placed.png
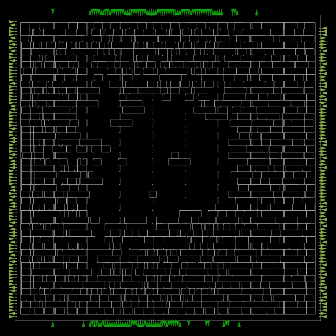
sizing.png
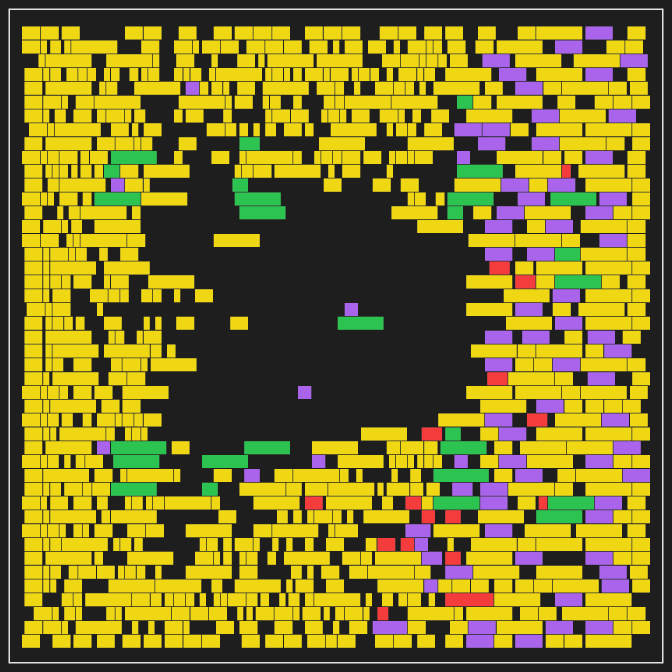
ff_map.png
Scale bar: 50 um. Other sequential cells in the stronger grey, the rest of the logic in the fainter grey.
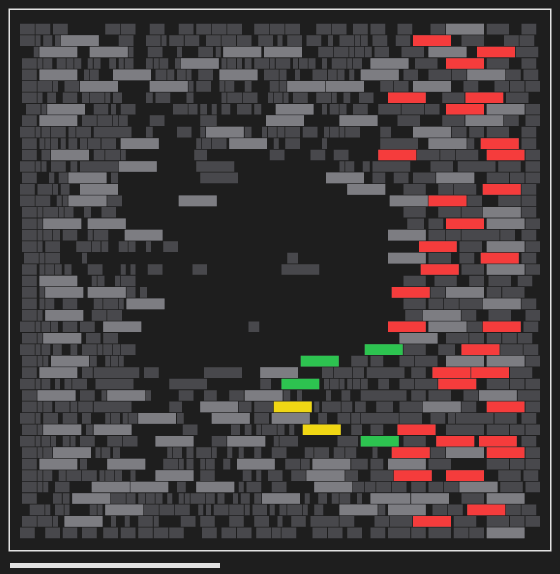
[config.mk]
export PLATFORM = sky130hd
export DESIGN_NAME = mem_arbiter
export DESIGN_NICKNAME = d
export VERILOG_FILES = /design/src/rtl/mem_arb_pkg.sv /design/src/rtl/rr_pick2.sv /design/src/rtl/mem_arbiter.sv
export SDC_FILE = /design/constraint.sdc
export NUM_CORES = 1
export LEC_CHECK = 0
export ABC_CLOCK_PERIOD_IN_PS = 5500
export CORE_MARGIN = 2
export CORE_UTILIZATION = 41
export CTS_CLUSTER_DIAMETER = 200
export DETAILED_ROUTE_END_ITERATION = 8
export PLACE_DENSITY = 0.86
export SYNTH_ARGS = -nofsm -noshare
export SYNTH_HDL_FRONTEND = slang
export SYNTH_SLANG_ARGS = --single-unit
[constraint.sdc]
create_clock -name clk -period 5.5 [get_ports clk]
set_input_delay 1.1 -clock clk [delete_from_list [all_inputs] [get_ports clk]]
set_output_delay 1.1 -clock clk [all_outputs]
set_load 0.02 [all_outputs]
[src/rtl/mem_arb_pkg.sv]
// Shared definitions for the unified-memory arbiter: FSM encodings and port indices.
package mem_arb_pkg;

   typedef enum logic [1:0] {
      S_IDLE   = 2'b00,
      S_ACCESS = 2'b01,
      S_RESP   = 2'b10
   } state_t;

   localparam logic PORT_CPU = 1'b0;
   localparam logic PORT_DMA = 1'b1;

endpackage

[src/rtl/rr_pick2.sv]
// Combinational 2-way winner selector: round-robin against last_grant, or fixed
// priority to port 0 when rr is low.
module rr_pick2
   import mem_arb_pkg::*;
(
   input  logic req0,
   input  logic req1,
   input  logic last_grant,
   input  logic rr,
   output logic winner
);

   // A tie goes to the port that did not win last time, unless priority is fixed.
   always_comb begin
      winner = PORT_CPU;
      if (req0 && req1) begin
         if (rr) begin
            winner = ~last_grant;
         end else begin
            winner = PORT_CPU;
         end
      end else if (req1) begin
         winner = PORT_DMA;
      end else begin
         winner = PORT_CPU;
      end
   end

endmodule

[src/rtl/mem_arbiter.sv]
// Two-requester arbiter for the unified CPU instruction/data memory. One transfer
// at a time: grant in IDLE, MEM_LAT access cycles, then a one-cycle ack.
module mem_arbiter
   import mem_arb_pkg::*;
#(
   parameter int unsigned AW      = 32,
   parameter int unsigned DW      = 32,
   parameter int unsigned MEM_LAT = 1,
   parameter int unsigned RR      = 1
) (
   input  logic          clk,
   input  logic          rst,
   input  logic          req0,
   input  logic          we0,
   input  logic [AW-1:0] addr0,
   input  logic [DW-1:0] wdata0,
   output logic          ack0,
   output logic [DW-1:0] rdata0,
   input  logic          req1,
   input  logic          we1,
   input  logic [AW-1:0] addr1,
   input  logic [DW-1:0] wdata1,
   output logic          ack1,
   output logic [DW-1:0] rdata1,
   output logic          mem_en,
   output logic          mem_we,
   output logic [AW-1:0] mem_addr,
   output logic [DW-1:0] mem_wdata,
   input  logic [DW-1:0] mem_rdata,
   output logic          busy
);

   localparam logic [3:0] CNT_INIT = 4'(MEM_LAT - 1);

   state_t        state_q, state_d;
   logic          owner_q, owner_d;
   logic          we_q, we_d;
   logic [3:0]    cnt_q, cnt_d;
   logic          last_grant_q, last_grant_d;
   logic          ack0_q, ack0_d;
   logic          ack1_q, ack1_d;
   logic [DW-1:0] rdata0_q, rdata0_d;
   logic [DW-1:0] rdata1_q, rdata1_d;
   logic          mem_en_q, mem_en_d;
   logic          mem_we_q, mem_we_d;
   logic [AW-1:0] mem_addr_q, mem_addr_d;
   logic [DW-1:0] mem_wdata_q, mem_wdata_d;
   logic          busy_q, busy_d;
   logic          winner_s;
   logic          rr_s;

   assign rr_s = (RR != 0);

   rr_pick2 u_pick (
      .req0       (req0),
      .req1       (req1),
      .last_grant (last_grant_q),
      .rr         (rr_s),
      .winner     (winner_s)
   );

   // Next-state logic; outputs are derived from the next state so they can be registered.
   always_comb begin
      state_d      = state_q;
      owner_d      = owner_q;
      we_d         = we_q;
      cnt_d        = cnt_q;
      last_grant_d = last_grant_q;
      rdata0_d     = rdata0_q;
      rdata1_d     = rdata1_q;
      mem_addr_d   = mem_addr_q;
      mem_wdata_d  = mem_wdata_q;

      case (state_q)
         S_IDLE: begin
            if (req0 || req1) begin
               state_d = S_ACCESS;
               owner_d = winner_s;
               cnt_d   = CNT_INIT;
               if (winner_s == PORT_DMA) begin
                  we_d        = we1;
                  mem_addr_d  = addr1;
                  mem_wdata_d = wdata1;
               end else begin
                  we_d        = we0;
                  mem_addr_d  = addr0;
                  mem_wdata_d = wdata0;
               end
            end else begin
               state_d = S_IDLE;
            end
         end
         S_ACCESS: begin
            if (cnt_q == 4'd0) begin
               state_d = S_RESP;
               // Read data is only valid in the last access cycle; writes leave rdata alone.
               if (!we_q && (owner_q == PORT_DMA)) begin
                  rdata1_d = mem_rdata;
               end else if (!we_q) begin
                  rdata0_d = mem_rdata;
               end else begin
                  rdata0_d = rdata0_q;
               end
            end else begin
               cnt_d = cnt_q - 4'd1;
            end
         end
         S_RESP: begin
            last_grant_d = owner_q;
            state_d      = S_IDLE;
         end
         default: begin
            state_d = S_IDLE;
         end
      endcase

      mem_en_d = (state_d == S_ACCESS);
      mem_we_d = mem_en_d & we_d;
      ack0_d   = (state_d == S_RESP) && (owner_d == PORT_CPU);
      ack1_d   = (state_d == S_RESP) && (owner_d == PORT_DMA);
      busy_d   = (state_d == S_ACCESS) || (state_d == S_RESP);
   end

   // State and registered outputs; an asynchronous reset aborts any transfer in flight.
   always_ff @(posedge clk or posedge rst) begin
      if (rst) begin
         state_q      <= S_IDLE;
         owner_q      <= PORT_CPU;
         we_q         <= 1'b0;
         cnt_q        <= 4'd0;
         last_grant_q <= PORT_DMA;
         ack0_q       <= 1'b0;
         ack1_q       <= 1'b0;
         rdata0_q     <= {DW{1'b0}};
         rdata1_q     <= {DW{1'b0}};
         mem_en_q     <= 1'b0;
         mem_we_q     <= 1'b0;
         mem_addr_q   <= {AW{1'b0}};
         mem_wdata_q  <= {DW{1'b0}};
         busy_q       <= 1'b0;
      end else begin
         state_q      <= state_d;
         owner_q      <= owner_d;
         we_q         <= we_d;
         cnt_q        <= cnt_d;
         last_grant_q <= last_grant_d;
         ack0_q       <= ack0_d;
         ack1_q       <= ack1_d;
         rdata0_q     <= rdata0_d;
         rdata1_q     <= rdata1_d;
         mem_en_q     <= mem_en_d;
         mem_we_q     <= mem_we_d;
         mem_addr_q   <= mem_addr_d;
         mem_wdata_q  <= mem_wdata_d;
         busy_q       <= busy_d;
      end
   end

   assign ack0      = ack0_q;
   assign ack1      = ack1_q;
   assign rdata0    = rdata0_q;
   assign rdata1    = rdata1_q;
   assign mem_en    = mem_en_q;
   assign mem_we    = mem_we_q;
   assign mem_addr  = mem_addr_q;
   assign mem_wdata = mem_wdata_q;
   assign busy      = busy_q;

endmodule
==> impl_metrics.json <==
{
  "post_cts_resized": 0,
  "status": "finished, final reports clean",
  "synth_area_um2": 6330,
  "slew_violations": 0,
  "cts_sinks": 142,
  "use_met2_pct": 39.5,
  "grt_pass1_vias": 5491,
  "setup_ws_ns": 2.48,
  "hold_depth": 1,
  "area_leaders": "dfrtp_1 (56%), mux2_4 (14%), nand2_1 (7.8%)",
  "antenna_cells": 0,
  "route.met3.wl_mm": 1.57,
  "finalPower_mw": 6.22,
  "grt_usage_pct": 23.1,
  "critPathTopFamily": "buffers and inverters",
  "ff_type": "dfrtp_1",
  "cts_setup_buffers": 0,
  "lay_top_count": "clkdlybuf4s50_1",
  "setup_viol": 0,
  "met2WireLength_mm": 9.43,
  "areaGrowthSynthToFinish_pct": 57.0,
  "ir_drop_mv": 0.304,
  "cellPowerDensity_nw_per_um2": 626,
  "mi_logic_area_um2": 2480,
  "slowest_stage": "clkdlybuf4s50_1",
  "die_w_um": 128,
  "top_cells_by_count": "dfrtp_1 (141), nand2_1 (131), a21oi_1 (66)"
}
Back to the opening pictures, placed.png:
Tap Count: 188
Row Count: 45
flip-flops: 142
Util after Layout: 65.7%
core area: 15100 um^2

Back to the opening pictures, sizing.png:
Key: green = x6 and larger [cells 27, share 3.2%]; purple = x3 and x4 [cells 75, share 8.8%]; red = x2 [cells 16, share 1.9%]; yellow = x1 and smaller [cells 733, share 86%]

Back to the opening pictures, ff_map.png:
Key: red = rdata1 [sequential cells 32, where a column on the right]; green = cnt_q [sequential cells 4]; yellow = state_q [sequential cells 2]
Flop area: 3550 um^2
total sequential power: 1.92 mW
flop share of the area: 35.7%

Power is estimated from default activity; no workload was simulated.
